<file path="src/rtl/byte_mem_ctrl.sv">
// Byte-serial load/store sequencer between the CPU datapath and a 512x8 RAM.
// Define BYTE_MEM_CTRL_UNALIGNED_EN to allow misaligned accesses (address wraps mod 2**ADDR_W).
module byte_mem_ctrl #(
  parameter int ADDR_W = 9
) (
  input  logic              clk,
  input  logic              clr,
  input  logic              req,
  input  logic              load_inst,
  input  logic [5:0]        opcode,
  input  logic [ADDR_W-1:0] addr,
  input  logic [31:0]       wdata,
  output logic [31:0]       rdata,
  output logic              done,
  output logic              busy,
  output logic              fault,
  output logic [ADDR_W-1:0] ram_addr,
  output logic              ram_we,
  output logic [7:0]        ram_wdata,
  input  logic [7:0]        ram_rdata
);

  typedef enum logic [1:0] {S_IDLE, S_XFER, S_DONE} state_t;

  typedef struct packed {
    logic       ok;
    logic [1:0] last;
    logic       sgn;
    logic       st;
  } dec_t;

  localparam logic [5:0] OP_LB  = 6'b100000;
  localparam logic [5:0] OP_LH  = 6'b100001;
  localparam logic [5:0] OP_LW  = 6'b100011;
  localparam logic [5:0] OP_LBU = 6'b100100;
  localparam logic [5:0] OP_LHU = 6'b100101;
  localparam logic [5:0] OP_SB  = 6'b101000;
  localparam logic [5:0] OP_SH  = 6'b101001;
  localparam logic [5:0] OP_SW  = 6'b101011;

  // last = byte count minus one; a fetch is always an unsigned word load
  function automatic dec_t decode(input logic li, input logic [5:0] op);
    dec_t d;
    d = '{ok: 1'b0, last: 2'd3, sgn: 1'b0, st: 1'b0};
    if (li) begin
      d.ok = 1'b1;
    end else begin
      case (op)
        OP_LB:   d = '{ok: 1'b1, last: 2'd0, sgn: 1'b1, st: 1'b0};
        OP_LH:   d = '{ok: 1'b1, last: 2'd1, sgn: 1'b1, st: 1'b0};
        OP_LW:   d = '{ok: 1'b1, last: 2'd3, sgn: 1'b0, st: 1'b0};
        OP_LBU:  d = '{ok: 1'b1, last: 2'd0, sgn: 1'b0, st: 1'b0};
        OP_LHU:  d = '{ok: 1'b1, last: 2'd1, sgn: 1'b0, st: 1'b0};
        OP_SB:   d = '{ok: 1'b1, last: 2'd0, sgn: 1'b0, st: 1'b1};
        OP_SH:   d = '{ok: 1'b1, last: 2'd1, sgn: 1'b0, st: 1'b1};
        OP_SW:   d = '{ok: 1'b1, last: 2'd3, sgn: 1'b0, st: 1'b1};
        default: d.ok = 1'b0;
      endcase
    end
    return d;
  endfunction

  function automatic logic [31:0] extend(input logic [31:0] raw, input logic [1:0] last,
                                         input logic sgn);
    logic [31:0] r;
    case (last)
      2'd0:    r = {{24{sgn & raw[7]}}, raw[7:0]};
      2'd1:    r = {{16{sgn & raw[15]}}, raw[15:0]};
      default: r = raw;
    endcase
    return r;
  endfunction

`ifndef BYTE_MEM_CTRL_UNALIGNED_EN
  function automatic logic misaligned(input logic [1:0] last, input logic [1:0] a_lo);
    return ((last == 2'd1) && a_lo[0]) || ((last == 2'd3) && (a_lo != 2'b00));
  endfunction
`endif

  state_t              state_q, state_d;
  logic [1:0]          cnt_q, cnt_d;
  logic [1:0]          last_q, last_d;
  logic                sgn_q, sgn_d;
  logic                st_q, st_d;
  logic                fault_q, fault_d;
  logic [ADDR_W-1:0]   base_q, base_d;
  logic [31:0]         wdata_q, wdata_d;
  logic [31:0]         acc_q, acc_d;
  logic [31:0]         rdata_q, rdata_d;

  dec_t                dec;
  logic                mis;
  logic [31:0]         acc_next;
  logic [1:0]          byte_sel;
  logic [ADDR_W-1:0]   byte_addr;

  assign dec = decode(load_inst, opcode);
`ifdef BYTE_MEM_CTRL_UNALIGNED_EN
  assign mis = 1'b0;
`else
  assign mis = misaligned(dec.last, addr[1:0]);
`endif

  assign acc_next  = {acc_q[23:0], ram_rdata};
  assign byte_sel  = last_q - cnt_q;
  assign byte_addr = base_q + ADDR_W'(cnt_q);

  always_comb begin
    state_d   = state_q;
    cnt_d     = cnt_q;
    last_d    = last_q;
    sgn_d     = sgn_q;
    st_d      = st_q;
    fault_d   = fault_q;
    base_d    = base_q;
    wdata_d   = wdata_q;
    acc_d     = acc_q;
    rdata_d   = rdata_q;
    ram_we    = 1'b0;
    ram_addr  = '0;
    ram_wdata = 8'h00;
    case (state_q)
      S_IDLE: begin
        if (req) begin
          last_d  = dec.last;
          sgn_d   = dec.sgn;
          st_d    = dec.st;
          base_d  = addr;
          wdata_d = wdata;
          cnt_d   = 2'd0;
          acc_d   = 32'h0;
          fault_d = !dec.ok || mis;
          state_d = (!dec.ok || mis) ? S_DONE : S_XFER;
        end
      end
      S_XFER: begin
        ram_addr = byte_addr;
        if (st_q) begin
          ram_we    = 1'b1;
          ram_wdata = wdata_q[{byte_sel, 3'b000} +: 8];
        end else begin
          acc_d = acc_next;
        end
        cnt_d = cnt_q + 2'd1;
        // final byte: the result must be visible in the done cycle itself
        if (cnt_q == last_q) begin
          state_d = S_DONE;
          if (!st_q) rdata_d = extend(acc_next, last_q, sgn_q);
        end
      end
      S_DONE: state_d = S_IDLE;
      default: state_d = S_IDLE;
    endcase
  end

  always_ff @(posedge clk or posedge clr) begin
    if (clr) begin
      state_q <= S_IDLE;
      cnt_q   <= 2'd0;
      last_q  <= 2'd0;
      sgn_q   <= 1'b0;
      st_q    <= 1'b0;
      fault_q <= 1'b0;
      base_q  <= '0;
      wdata_q <= 32'h0;
      acc_q   <= 32'h0;
      rdata_q <= 32'h0;
    end else begin
      state_q <= state_d;
      cnt_q   <= cnt_d;
      last_q  <= last_d;
      sgn_q   <= sgn_d;
      st_q    <= st_d;
      fault_q <= fault_d;
      base_q  <= base_d;
      wdata_q <= wdata_d;
      acc_q   <= acc_d;
      rdata_q <= rdata_d;
    end
  end

  assign rdata = rdata_q;
  assign done  = (state_q == S_DONE);
  assign busy  = (state_q != S_IDLE);
  assign fault = (state_q == S_DONE) && fault_q;

endmodule

</file>
<file path="config.mk">
export PLATFORM = sky130hd
export DESIGN_NAME = byte_mem_ctrl
export DESIGN_NICKNAME = d
export VERILOG_FILES = /design/src/rtl/byte_mem_ctrl.sv
export SDC_FILE = /design/constraint.sdc
export NUM_CORES = 1
export LEC_CHECK = 0
export ABC_AREA = 1
export ABC_CLOCK_PERIOD_IN_PS = 9010
export CELL_PAD_IN_SITES_DETAIL_PLACEMENT = 1
export CELL_PAD_IN_SITES_GLOBAL_PLACEMENT = 1
export CORE_ASPECT_RATIO = 2
export CORE_UTILIZATION = 40
export DETAILED_ROUTE_END_ITERATION = 6
export GPL_TIMING_DRIVEN = 1
export PLACE_DENSITY_LB_ADDON = 0.1
export SETUP_SLACK_MARGIN = 0.4
export SYNTH_ARGS = -nofsm -noshare
export SYNTH_HDL_FRONTEND = slang
export SYNTH_SLANG_ARGS = --single-unit
</file>
<file path="constraint.sdc">
create_clock -name clk -period 9.01 [get_ports clk]
set_input_delay 1.802 -clock clk [delete_from_list [all_inputs] [get_ports clk]]
set_output_delay 1.802 -clock clk [all_outputs]
set_load 0.005 [all_outputs]
</file>
==> deck_impl_summary.md, run 1 <==
Synthesis and Place & Route Summary

Global routing
  – M3 GR Usage: 3.52%
  – Largest net degree at the start of global routing: 82
  – Total gr overflow: 0

Pwr
  – Post-layout power: 1920 uW
  – P_int: 1180 uW
  – Clock network fraction of design power: 19.8%
  – Maximum VDD drop: 132 uV
  – Sw Ratio: 38.7%
  – Switching power: 744 uW
  – Leakage power total: 0.00290 uW
  – Power density relative to cell area: 304 mW/mm2

Min path
  – Worst min path class: flip-flop to flip-flop
  – Startpoint of the tightest hold check path: rdata[1]$_DFFE_PP0P_
  – Worst min-delay path endpoint: rdata[1]$_DFFE_PP0P_
  – Number of cells on the worst hold path: 2

Final timing
  – Max Transition Viols Final: 0
  – Worst-case hold slack: 0.489 ns
  – Setup repair after global routing missed its margin: no
  – Slew HR: 15.4%
  – TNS Setup: 0 ns
  – Hold Vio Cnt, Final: 0
  – Number of failing setup endpoints in the final timing report: 0
  – Post-layout period usage of the worst path: 56.3%

Floorplan
  – Starting Density: 41.2%
  – Row Count: 56
  – Height of the chip: 158 um
  – Number of top-level pins: 112

Setup path
  – Worst reg2reg path startpoint: state_q[1]$_DFFE_PP0P_
  – Required time of the worst setup path: 7.21 ns
  – Kind of end point of the critical path: primary output
  – Worst Setup SP: last_q[1]$_DFFE_PP0P_
  – Reg-to-Reg End: rdata[30]$_DFFE_PP0P_
  – Reg2Reg Setup Slack: 6.46 ns
  – Critical setup path kind: flip-flop to primary output
  – Highest net fanout along the worst path: 32
  – Crit path buffers/inverters: 1
  – Critical Path Source Type: flip-flop
  – Critical-path top delay cell: sky130_fd_sc_hd__xnor2_2

Synthesis
  – Share of async-settable or async-resettable flops after synthesis: 100%
  – Leading area contributor after synthesis: sky130_fd_sc_hd__dfrtp_1
  – Most frequent cells after synthesis: sky130_fd_sc_hd__nand2_1 (152), sky130_fd_sc_hd__dfrtp_1 (106), sky130_fd_sc_hd__inv_1 (74)
  – Yosys warnings: 0
  – Dominant flop cell: sky130_fd_sc_hd__dfrtp_1
  – Fraction of the yosys area taken by sequential cells: 54.7%
  – Gate count of the mapped netlist: 565
  – Number of nets in the synthesized netlist: 628
  – Proportion of netlist area held by the largest area contributor: 54.7%
  – Synth unique cells: 31
  – Count of library flops with an enable pin: 0
  – Most common cell in the synthesized netlist: sky130_fd_sc_hd__nand2_1
  – Cells in synth_stat.txt: 565
  – YS chip area: 0.00485 mm2
  – Largest cells by area after synthesis: sky130_fd_sc_hd__dfrtp_1 (55%), sky130_fd_sc_hd__nand2_1 (12%), sky130_fd_sc_hd__inv_1 (5.7%), sky130_fd_sc_hd__o21ai_0 (4.6%), sky130_fd_sc_hd__nor2_1 (3.3%)
  – Synthesized area per cell: 8.58 um2

CTS
  – Number of hold buffers added after cts: 0
  – H-tree level count: 3
  – Count of cells resized by post-cts repair: 0
  – Clk slew on worst S/H paths: 0.08 ns
  – Setup bufs post-CTS: 0
  – TritonCTS clock tree: done
  – Clock sink count: 106

Layout
  – Antenna diodes: 0
  – Fraction of layout cells with a size suffix above 1: 5.83%
  – Post-route cell area: 0.00633 mm2
  – Net count, final: 727

Status
  – Result of the run: complete, no violations

Routing
  – Drt initial violations: 201
  – Antenna violation net count after detailed routing: 0
  – Post-DR vias/cell: 5.13
  – TritonRoute pass-1 iters: 4

Job
  – Total of max-cap violations: 0
  – Tool Warnings: 26

Placement
  – Count of buffers inserted at the top-level ports: 111
  – Instance area after placement: 0.00605 mm2
  – Final estimated routing congestion in global placement: 0.865
==> run 1: through the flow <==
| step | cells | setup WS [ns] |
|---|---|---|
| CTS | 814 | 3.94 |
| global route | 814 | 3.68 |
| detailed placement | 798 | 4.35 |
| finish | 814 | 3.93 |
| floorplan | 565 | 4.42 |
| global placement | 798 | 4.42 |
==> run 1: tightest hold or removal path: cells and delay by family, from the launching register on <==
| family | cells | cell delay, ns |
|---|---|---|
| and+or+nand+nor | 1 | 0.05 |
| AOI/OAI and AO/OA | 1 | 0.06 |
| DFF | 1 | 0.35 |
==> run 1: flip-flops by register name (all words and copies together) (netlist names) <==
| register | count |
|---|---|
| state_q | 2 |
| wdata_q | 32 |
| last_q | 2 |
| base_q | 9 |
| rdata | 32 |
| acc_q | 24 |
| sgn_q | 1 |
| st_q | 1 |
| fault_q | 1 |
| cnt_q | 2 |
==> run 1: power groups by stage <==
stage / Combinational, uW / Sequential, uW / Clock (uW)
2_1_floorplan: 451 / 768 / 0
3_3_place_gp: 709 / 808 / 0
3_5_place_dp: 736 / 822 / 0
4_1_cts: 742 / 814 / 387
5_1_grt: 821 / 830 / 405
6_report: 731 / 811 / 381
==> run 1: layer usage <==
layer,wire (um),vias up
met3,382,31
met4,605,0
met2,8210,99
li1,-,2008
met1,4750,2037
met5,0,-
==> run 1: cell type report <==
| cell class | count | area, um2 |
|---|---|---|
| Multi-Input combinational cell | 358 | 1790 |
| Fill cell | 1414 | 5440 |
| Tap cell | 145 | 181 |
| Timing Repair Buffer | 114 | 1130 |
| Clock inverter | 7 | 62.6 |
| Sequential cell | 106 | 2650 |
| Clock buffer | 9 | 225 |
| Inverter | 75 | 284 |
==> run 1: layout by cell type, fill, tap and decap left out, types with 3 or more instances in the layout <==
| master | instances |
|---|---|
| sky130_fd_sc_hd__inv_1 | 73 |
| sky130_fd_sc_hd__a21oi_1 | 27 |
| sky130_fd_sc_hd__inv_6 | 3 |
| sky130_fd_sc_hd__nand2_1 | 152 |
| sky130_fd_sc_hd__ha_1 | 3 |
| sky130_fd_sc_hd__nand3_1 | 20 |
| sky130_fd_sc_hd__o21ai_0 | 45 |
| sky130_fd_sc_hd__o22ai_1 | 16 |
| sky130_fd_sc_hd__clkbuf_16 | 9 |
| sky130_fd_sc_hd__clkdlybuf4s50_1 | 111 |
| sky130_fd_sc_hd__a21oi_2 | 10 |
| sky130_fd_sc_hd__nor2_1 | 42 |
| sky130_fd_sc_hd__o211ai_1 | 16 |
| sky130_fd_sc_hd__dfrtp_1 | 106 |
| sky130_fd_sc_hd__nor3_1 | 6 |
| sky130_fd_sc_hd__nand4_1 | 5 |
| sky130_fd_sc_hd__buf_4 | 3 |
==> run 1: logic make-up (layout without fill, tap and decap cells) <==
logic type / count (synthesis) / in the layout / synth area share (%)
xor+xnor: 2 / 2 / 0.903
buf+inv: 101 / 205 / 8.31
flops: 106 / 106 / 54.7
compound gates: 119 / 119 / 14.9
fa+ha+maj: 4 / 4 / 1.19
simple gates: 233 / 233 / 20.0
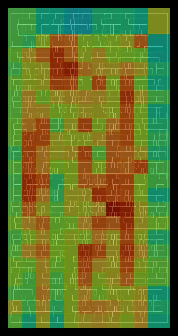
run_1/congestion_map.png
Global Route met1 Usage: 23.6%
Global Route Usage Sum: 23.8%
met2 global-route usage: 47.5%
core occupancy in the finished layout: 53.8%
layer with the highest usage: met2

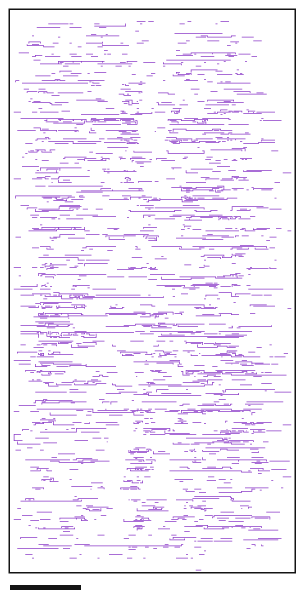
run_1/m1.png
Scale bar: 20 um.
wire length on this layer: 4750 um
nets with wire on the layer: 655
overall routed net length: 13900 um
via total after detailed routing: 4175

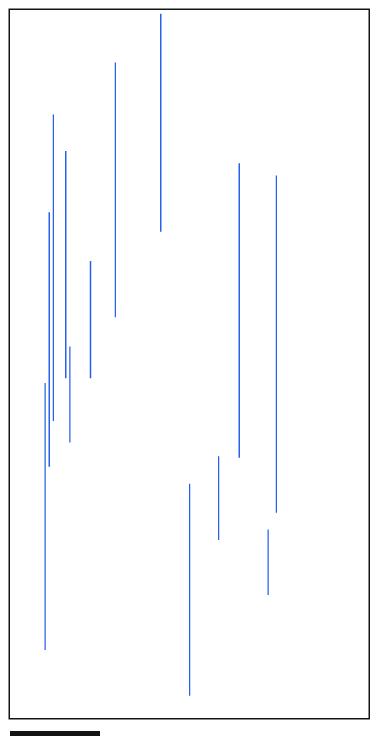
run_1/m4.png
Scale bar: 20 um.
wire length on this layer: 605 um
nets with wire on the layer: 12

run_1/m3.png
Scale bar: 20 um. Cells faint in the background.
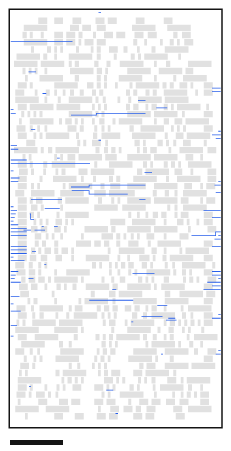

--- run 2 (diff from run 1) ---
--- a/config.mk
+++ b/config.mk
@@ -6,11 +6,11 @@
 export NUM_CORES = 1
 export LEC_CHECK = 0
 export ABC_AREA = 1
-export ABC_CLOCK_PERIOD_IN_PS = 9010
+export ABC_CLOCK_PERIOD_IN_PS = 4500
 export CELL_PAD_IN_SITES_DETAIL_PLACEMENT = 1
 export CELL_PAD_IN_SITES_GLOBAL_PLACEMENT = 1
 export CORE_ASPECT_RATIO = 2
-export CORE_UTILIZATION = 40
+export CORE_UTILIZATION = 33
 export DETAILED_ROUTE_END_ITERATION = 6
 export GPL_TIMING_DRIVEN = 1
 export PLACE_DENSITY_LB_ADDON = 0.1
==> constraint.sdc (replaced) <==
create_clock -name clk -period 4.5 [get_ports clk]
set_input_delay 0.9 -clock clk [delete_from_list [all_inputs] [get_ports clk]]
set_output_delay 0.9 -clock clk [all_outputs]
set_load 0.005 [all_outputs]
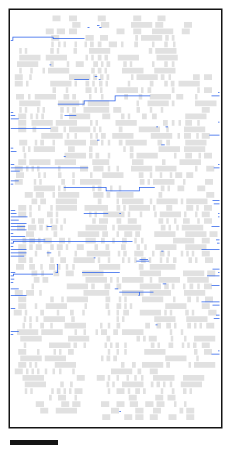
run_2/m3.png
Scale bar: 20 um. Cells faint in the background.
wire length on this layer: 467 um
main direction: horizontal
share of all routed wire: 3.2%
nets with wire on the layer: 75
longest straight run: 49.5 um
overall routed net length: 14400 um
M3 GR Usage: 4.33%

==> deck_impl_summary.md, run 2 <==
Synthesis and Place & Route Summary

Status
  – Result of the run: complete, no violations

Final timing
  – Slew HR: 29.3% (+14 points)
  – Hold Vio Cnt, Final: 0 (unchanged)
  – Peak clock frequency supported by timing: 285 MHz
  – Final worst path period need: 3.51 ns
  – Max Transition Viols Final: 0 (unchanged)
  – Clock tree skew after final layout: 0.0118 ns
  – Number of failing setup endpoints in the final timing report: 0 (unchanged)
  – Worst Tran Pin Value: 1.06 ns
  – Setup repair after global routing missed its margin: no
  – Post-layout period usage of the worst path: 78.0%
  – TNS Setup: 0 ns (unchanged)

Routing
  – Via total after detailed routing: 4153 (-0.53%)
  – Drt initial violations: 112 (-44%)
  – Antenna violation net count after detailed routing: 0 (unchanged)
  – Post-DR vias/cell: 4.81 (-6.2%)
  – Wirelength per Cell: 16.7 um
  – TritonRoute pass-1 iters: 4 (unchanged)
  – Post-detailed-route DRC marker count: 0

Job
  – Total of max-cap violations: 0 (unchanged)
  – Tool Warnings: 26 (unchanged)

Global routing
  – Global Route Usage Sum: 20.9% (-2.9 points)
  – Total gr overflow: 0 (unchanged)
  – Largest net degree at the start of global routing: 84 (+2.4%)
  – Number of antenna violations at the first check in global routing: 0
  – Via count of the first global-routing pass: 4538
  – First-pass GRT wire length: 23600 um

Synthesis
  – Leading area contributor after synthesis: sky130_fd_sc_hd__dfrtp_1
  – Dominant flop cell: sky130_fd_sc_hd__dfrtp_1
  – Most frequent cells after synthesis: sky130_fd_sc_hd__nand2_1 (152), sky130_fd_sc_hd__dfrtp_1 (106), sky130_fd_sc_hd__inv_1 (74)
  – Number of nets in the synthesized netlist: 628 (unchanged)
  – Most common cell in the synthesized netlist: sky130_fd_sc_hd__nand2_1
  – Proportion of netlist area held by the largest area contributor: 54.7% (unchanged)
  – Synth unique cells: 31 (unchanged)
  – Largest cells by area after synthesis: sky130_fd_sc_hd__dfrtp_1 (55%), sky130_fd_sc_hd__nand2_1 (12%), sky130_fd_sc_hd__inv_1 (5.7%), sky130_fd_sc_hd__o21ai_0 (4.6%), sky130_fd_sc_hd__nor2_1 (3.3%)
  – Area of the mapped netlist: 0.00485 mm2
  – Number of register bits inferred by synthesis: 106
  – Yosys warnings: 0 (unchanged)
  – Count of library flops with an enable pin: 0 (unchanged)
  – Fraction of the yosys area taken by sequential cells: 54.7% (unchanged)
  – Synthesized area per cell: 8.58 um2 (unchanged)
  – Gate count of the mapped netlist: 565 (unchanged)
  – Share of async-settable or async-resettable flops after synthesis: 100% (unchanged)
  – Cells in synth_stat.txt: 565 (unchanged)
  – YS chip area: 0.00485 mm2 (unchanged)

Floorplan
  – Number of top-level pins: 112 (unchanged)
  – Starting Density: 33.8% (-7.4 points)
  – Core area: 0.0144 mm2
  – Horizontal die dimension: 87.7 um
  – Height of the chip: 173 um (+10%)
  – Area of the chip: 0.0152 mm2
  – Row Count: 62 (+11%)

Setup path
  – Critical Path Source Type: flip-flop
  – Kind of end point of the critical path: primary output
  – Highest net fanout along the worst path: 32 (unchanged)
  – Required time of the worst setup path: 3.60 ns (-3.61 ns)
  – Critical setup path kind: flip-flop to primary output
  – Arrival time of the worst setup path: 2.61 ns

CTS
  – TritonCTS clock tree: done
  – Number of CTS-inserted buffers: 9
  – Clk slew on worst S/H paths: 0.08 ns (about the same)
  – Clock insertion delay at the later pin of the skew report: 0.35 ns
  – Root buffer cell: sky130_fd_sc_hd__clkbuf_16
  – Number of hold buffers added after cts: 0 (unchanged)
  – H-tree level count: 3 (unchanged)
  – Clock sink count: 106 (unchanged)
  – Clock tree buffer depth: 2

Pwr
  – Power density relative to cell area: 619 mW/mm2 (+100%)
  – Maximum VDD drop: 289 uV (+120%)
  – Leakage power total: 0.00295 uW (+1.6%)

Layout
  – Most common cell after layout, fill and taps aside: sky130_fd_sc_hd__nand2_1
  – Most instantiated logic cells after routing: sky130_fd_sc_hd__nand2_1 (152), sky130_fd_sc_hd__clkdlybuf4s50_1 (111), sky130_fd_sc_hd__dfrtp_1 (106), sky130_fd_sc_hd__inv_1 (73), sky130_fd_sc_hd__o21ai_0 (45)
  – Antenna diodes: 0 (unchanged)
  – Total of fill cells in the finished design: 1659 (+17%)
  – Layout overhead on the synthesized area: 33.6%
  – Net count, final: 729 (+0.28%)
  – Fraction of layout cells with a size suffix above 1: 5.96% (+0.13 points)
  – Final instance count without filler cells: 863 (+6.0%)

Placement
  – DP Wirelength: 11100 um
  – Count of buffers inserted at the top-level ports: 111 (unchanged)
  – Final estimated routing congestion in global placement: 0.843 (-2.5%)
  – Placed Cells: 847 (+6.1%)

Min path
  – Worst min path class: flip-flop to flip-flop
[run 2: cells by family (layout without fill, tap and decap cells)]
| group | after synthesis | after routing | share of synthesized area (%) |
|---|---|---|---|
| DFF | 106 | 106 | 54.7 |
| buffers and inverters | 101 | 207 | 8.31 |
| and+or+nand+nor | 233 | 233 | 20.0 |
| AOI/OAI and AO/OA | 119 | 119 | 14.9 |
| xor gates and xnor gates | 2 | 2 | 0.903 |
| adders and majority gates | 4 | 4 | 1.19 |
[run 2: cell type report]
cell class	count	area (um2)	area share, %
flip-flops and latches	106	2650	40.9
multi-input cells	358	1810	27.9
repair buffers	116	1150	17.7
clock buffers	11	243	3.75
clock inverters	5	108	1.66
well taps	192	240	3.71
inverters	75	284	4.38
[run 2: final timing paths]
kind                                   startpoint                       to  slack (ns)  cells past startpoint
max                         last_q[0]$_DFFE_PP0P_             ram_wdata[5]        0.99                      6
min                          rdata[1]$_DFFE_PP0P_     rdata[1]$_DFFE_PP0P_        0.50                      2
max reg2reg                state_q[1]$_DFFE_PP0P_    rdata[29]$_DFFE_PP0P_        1.89                      6
min reg2reg                  rdata[1]$_DFFE_PP0P_     rdata[1]$_DFFE_PP0P_        0.50                      2
max in group asynchronous                     clr  wdata_q[18]$_DFFE_PP0P_        2.50                      3
min in group asynchronous                     clr     rdata[6]$_DFFE_PP0P_        1.13                      2
[run 2: worst max-delay path, cell delays in order (launching register included)]
cell and delay, ns:
sky130_fd_sc_hd__dfrtp_1 0.42, sky130_fd_sc_hd__inv_1 0.08, sky130_fd_sc_hd__ha_1 0.25, sky130_fd_sc_hd__xnor2_4 0.63
sky130_fd_sc_hd__o211ai_1 0.20, sky130_fd_sc_hd__a21oi_1 0.16, sky130_fd_sc_hd__clkdlybuf4s50_1 0.51
[run 2: stage by stage]
step           util (%)  total power, uW  hold slack [ns]  cell area (um2)  worst slack [ns]
2_1_floorplan         -             2440            0.442             4850             0.811
3_3_place_gp       42.6             3060            0.473             6120              1.15
3_5_place_dp       42.6             3130            0.481             6120              1.04
4_1_cts            45.1             4070            0.499             6470             0.646
5_1_grt            45.2             4330            0.522             6480             0.778
6_report           45.2             4010            0.502             6480             0.988
[run 2: what timing repair did]
item | CTS | global route
setup endpoints to repair | 0 | 1
setup buffers | 0 | 0
resized | 0 | 1
[run 2: power by group]
group	internal [uW]	switching (uW)	leakage (uW)	total, uW
logic	650	845	0.00150	1490
registers	1340	259	0.00128	1600
clock network	564	360	0.000171	924
[run 2: metal layers]
| metal | track usage (%) | share of wire (%) | vias to the layer above |
|---|---|---|---|
| met2 | 40.0 | 59 | 96 |
| met4 | 9.02 | 4.4 | 0 |
| li1 | - | - | 2010 |
| met1 | 20.7 | 34 | 2020 |
| met3 | 4.33 | 3.2 | 27 |
| met5 | 0 | 0 | - |
Power and IR drop assume default switching activity.
